### Track usage over the die

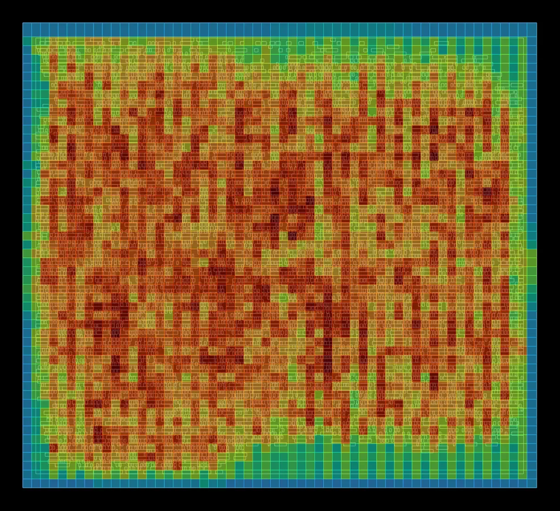
### Register map, names as in the netlist

Scale bar: 100 um. Other cells in gray.
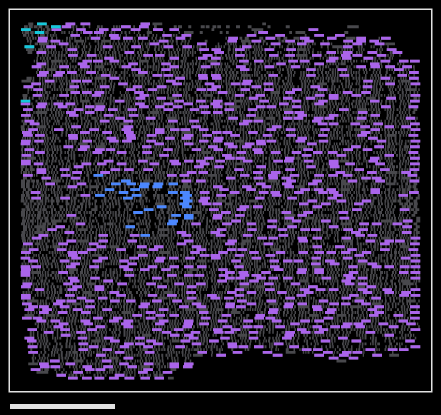
### Logic cells by family

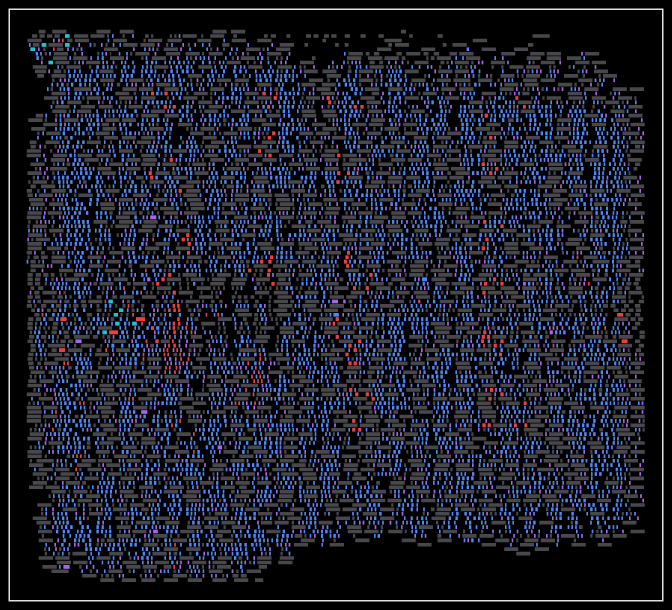
### Routed clock nets over the placement

Scale bar: 100 um.
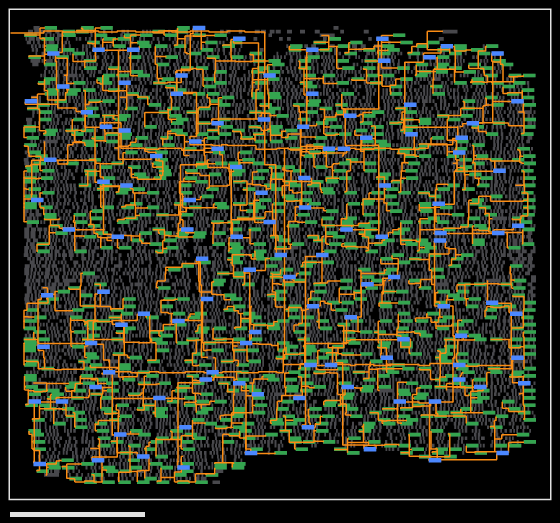
## src/rtl/reg_file_param.sv

```systemverilog
// Parametrised register file: two combinational read ports, one byte-enabled
// write port, optional zero register and write bypass, plus a pending scoreboard.
module reg_file_param #(
  parameter int unsigned DATA_W   = 32,
  parameter int unsigned ADDR_W   = 5,
  parameter int unsigned ZERO_REG = 1,
  parameter int unsigned BYPASS   = 1
) (
  input  logic                clk,
  input  logic                rst,
  input  logic                wr,
  input  logic [ADDR_W-1:0]   addr3,
  input  logic [DATA_W-1:0]   data3,
  input  logic [DATA_W/8-1:0] be,
  input  logic [ADDR_W-1:0]   addr1,
  input  logic [ADDR_W-1:0]   addr2,
  output logic [DATA_W-1:0]   rdout1,
  output logic [DATA_W-1:0]   rdout2,
  input  logic                rsv,
  input  logic [ADDR_W-1:0]   rsv_addr,
  output logic                busy1,
  output logic                busy2,
  output logic [ADDR_W:0]     busy_cnt
);

  localparam int unsigned DEPTH = 2 ** ADDR_W;
  localparam int unsigned NB    = DATA_W / 8;
  localparam int unsigned CW    = ADDR_W + 1;

  logic [DATA_W-1:0] regs [DEPTH];
  logic [DEPTH-1:0]  pend;

  logic wr_ok;
  logic rsv_ok;
  logic cnt_inc;
  logic cnt_dec;

  // Writes and reserves to the hardwired zero register are dropped; reset masks both.
  always_comb begin
    wr_ok   = wr && !rst && !((ZERO_REG != 0) && (addr3 == '0));
    rsv_ok  = rsv && !((ZERO_REG != 0) && (rsv_addr == '0));
    cnt_inc = rsv_ok && !pend[rsv_addr];
    cnt_dec = wr && pend[addr3] && !(rsv_ok && (rsv_addr == addr3));
  end

  // Register array with per-byte write enables.
  always_ff @(posedge clk or posedge rst) begin
    if (rst) begin
      for (int i = 0; i < int'(DEPTH); i++) regs[i] <= '0;
    end else if (wr_ok) begin
      for (int i = 0; i < int'(NB); i++) begin
        if (be[i]) regs[addr3][8*i +: 8] <= data3[8*i +: 8];
      end
    end
  end

  // Scoreboard: the reserve is applied after the clear so a new producer wins.
  always_ff @(posedge clk or posedge rst) begin
    if (rst) begin
      pend     <= '0;
      busy_cnt <= '0;
    end else begin
      if (wr)     pend[addr3]    <= 1'b0;
      if (rsv_ok) pend[rsv_addr] <= 1'b1;
      busy_cnt <= busy_cnt + CW'(cnt_inc) - CW'(cnt_dec);
    end
  end

  // Read ports with optional byte-merged bypass of the in-flight write.
  always_comb begin
    rdout1 = regs[addr1];
    rdout2 = regs[addr2];
    if ((BYPASS != 0) && wr_ok) begin
      for (int i = 0; i < int'(NB); i++) begin
        if (be[i] && (addr1 == addr3)) rdout1[8*i +: 8] = data3[8*i +: 8];
        if (be[i] && (addr2 == addr3)) rdout2[8*i +: 8] = data3[8*i +: 8];
      end
    end
    if ((ZERO_REG != 0) && (addr1 == '0)) rdout1 = '0;
    if ((ZERO_REG != 0) && (addr2 == '0)) rdout2 = '0;
  end

  // Busy flags; a same-cycle clearing write hides the pending bit when bypassing.
  always_comb begin
    busy1 = pend[addr1];
    busy2 = pend[addr2];
    if ((BYPASS != 0) && wr && !rst) begin
      if ((addr3 == addr1) && !(rsv && (rsv_addr == addr1))) busy1 = 1'b0;
      if ((addr3 == addr2) && !(rsv && (rsv_addr == addr2))) busy2 = 1'b0;
    end
    if ((ZERO_REG != 0) && (addr1 == '0)) busy1 = 1'b0;
    if ((ZERO_REG != 0) && (addr2 == '0)) busy2 = 1'b0;
  end

endmodule

```

## config.mk

```make
export PLATFORM = sky130hd
export DESIGN_NAME = reg_file_param
export DESIGN_NICKNAME = d
export VERILOG_FILES = /design/src/rtl/reg_file_param.sv
export SDC_FILE = /design/constraint.sdc
export NUM_CORES = 2
export LEC_CHECK = 0
export ABC_AREA = 1
export CAP_MARGIN = 20
export CELL_PAD_IN_SITES_DETAIL_PLACEMENT = 1
export CELL_PAD_IN_SITES_GLOBAL_PLACEMENT = 1
export CORE_ASPECT_RATIO = 0.9
export CORE_MARGIN = 10
export CORE_UTILIZATION = 49
export DETAILED_ROUTE_END_ITERATION = 8
export HOLD_SLACK_MARGIN = 0.06
export PLACE_DENSITY = 0.88
export SYNTH_ARGS = -nofsm -noshare
export SYNTH_HDL_FRONTEND = slang
export SYNTH_SLANG_ARGS = --single-unit
```

## constraint.sdc

```tcl
create_clock -name clk -period 82.1 [get_ports clk]
set_clock_uncertainty 0.05 [all_clocks]
set_input_delay 12.315 -clock clk [delete_from_list [all_inputs] [get_ports clk]]
set_output_delay 12.315 -clock clk [all_outputs]
set_load 0.1 [all_outputs]
```

==> results.tsv <==
metric	value	unit
asyncSetResetFlopFracSynth	100.0	%
max_stage_delay	1.01	ns
report.final.hold_viol_count	0	
drt_first_iter_violations	7778	
numClockSinks	1062	
cp_common_cell	sky130_fd_sc_hd__nand3_1	
complex_gate_fraction_of_the_synthesized_area	10.25	%
dr.pass1.iters	6	
clk_transition_reported_paths	0.06	ns
placement_rows	125	
endpoint	rdout2[12]	
worst_vdd_rail_ir_drop	42.91	uV
floorplan.die.width	400.9	um
number_of_input_and_output_port_buffers_inserted	131	
cts-buffers-inserted	116	
synth_cells	9640	
power.density	22.62	mW/mm^2
setup_slack	51.58	ns
globalplace.congestion	0.9465	
cts-htree-levels	3	
layout_top_cells_excl_fill_tap	sky130_fd_sc_hd__nand2_1, sky130_fd_sc_hd__nand3_1, sky130_fd_sc_hd__inv_1	
detail_route.vias_per_cell	6.221	
timing.fmax	0.03276	GHz
cts_tree	done	
netlist_area	0.06398	sq mm
largest_cells_by_area	sky130_fd_sc_hd__dfrtp_1, sky130_fd_sc_hd__nand2_1, sky130_fd_sc_hd__nand3_1	
yosysTopAreaCell	sky130_fd_sc_hd__dfrtp_1	
hold_slack	0.3287	ns
run_status	finished clean	
finalSetupTns	0	ns
routed_wirelength	275100	um
critical_path_peak_fanout	182	
power.internal	1.038	mW
reg2reg_depth	13	
power_frac_comb	22.6	%
Notes on 'Track usage over the die' above:
global router's overall resource usage: 36.65%
wire length per cell after detailed routing: 24.88 um
met3 routing resource usage after global routing: 9.610%

Notes on 'Register map, names as in the netlist' above:
color	name in the netlist	flops
cyan	busy_cnt	6
blue	pend	32
purple	regs	1024
sequential portion of the cell area: 38.32%
seq pwr: 0.615 mW
Sequential Area: 0.02658 sq mm

Notes on 'Logic cells by family' above:
color	family	cells	most used
purple	inverters	1132	inv_1
cyan	XOR/XNOR gates	11	xor2_1
red	NOR gates	189	nor2_2
blue	NAND gates	5232	nand2_1
combinational share of cell area: 43.08%
most common logic cell in the routed design: sky130_fd_sc_hd__nand2_1
non-filler instance count after layout: 11060

Notes on 'Routed clock nets over the placement' above:
[blue] clock drivers | count: 116
[orange] clock wires | length: 15500 um
[green] flip-flops | count: 1062
routed clock nets	117
clock network power consumption: 0.599 mW
clock network latency to the later pin of the worst-skew pair: 0.77 ns
clock network fraction of total power: 38.2%

==> worst max-delay path, delay by kind of cell <==
family	cells	cell delay (ns)
AND/OR/NAND/NOR	6	1.00
AND-OR/OR-AND	1	0.14
buffers and inverters	6	4.27
==> cells by family after synthesis <==
kind of cell / count (synthesis)
xor gates and xnor gates: 11
DFF: 1062
and+or+nand+nor: 5421
buffers and inverters: 1879
AOI/OAI and AO/OA: 1260
adders and majority gates: 7
==> final cells by class <==
type	instances	area, sq um	share of cell area [%]
Clock buffer	158	3373	4.864
Sequential cell	1062	26580	38.32
Tap cell	1714	2145	3.092
Inverter	1132	4307	6.210
Clock inverter	61	927.1	1.337
Antenna cell	5	12.51	0.01804
Timing Repair Buffer	227	2131	3.073
Multi-Input combinational cell	6699	29880	43.08
==> per-layer routing <==
| metal | vias up | GRT usage, % | wire [um] |
|---|---|---|---|
| met5 | - | 0 | 82 |
| met4 | 12 | 20.85 | 17530 |
| met3 | 1056 | 9.610 | 30490 |
| met2 | 3910 | 55.97 | 119200 |
| met1 | 34000 | 47.01 | 107800 |
| li1 | 29810 | - | - |
==> sequential cells by signal, summed over array words and instances, names as in the netlist <==
name      flops
pend         32
regs       1024
busy_cnt      6
==> power groups by stage <==
stage	sequential (mW)	combinational (mW)	clock, mW
2_1_floorplan	0.629	0.230	0
3_3_place_gp	0.619	0.328	0
3_5_place_dp	0.622	0.343	0
4_1_cts	0.614	0.348	0.602
5_1_grt	0.620	0.386	0.623
6_report	0.615	0.355	0.599
Power figures rest on the tool's default switching activity, not on a simulated workload.
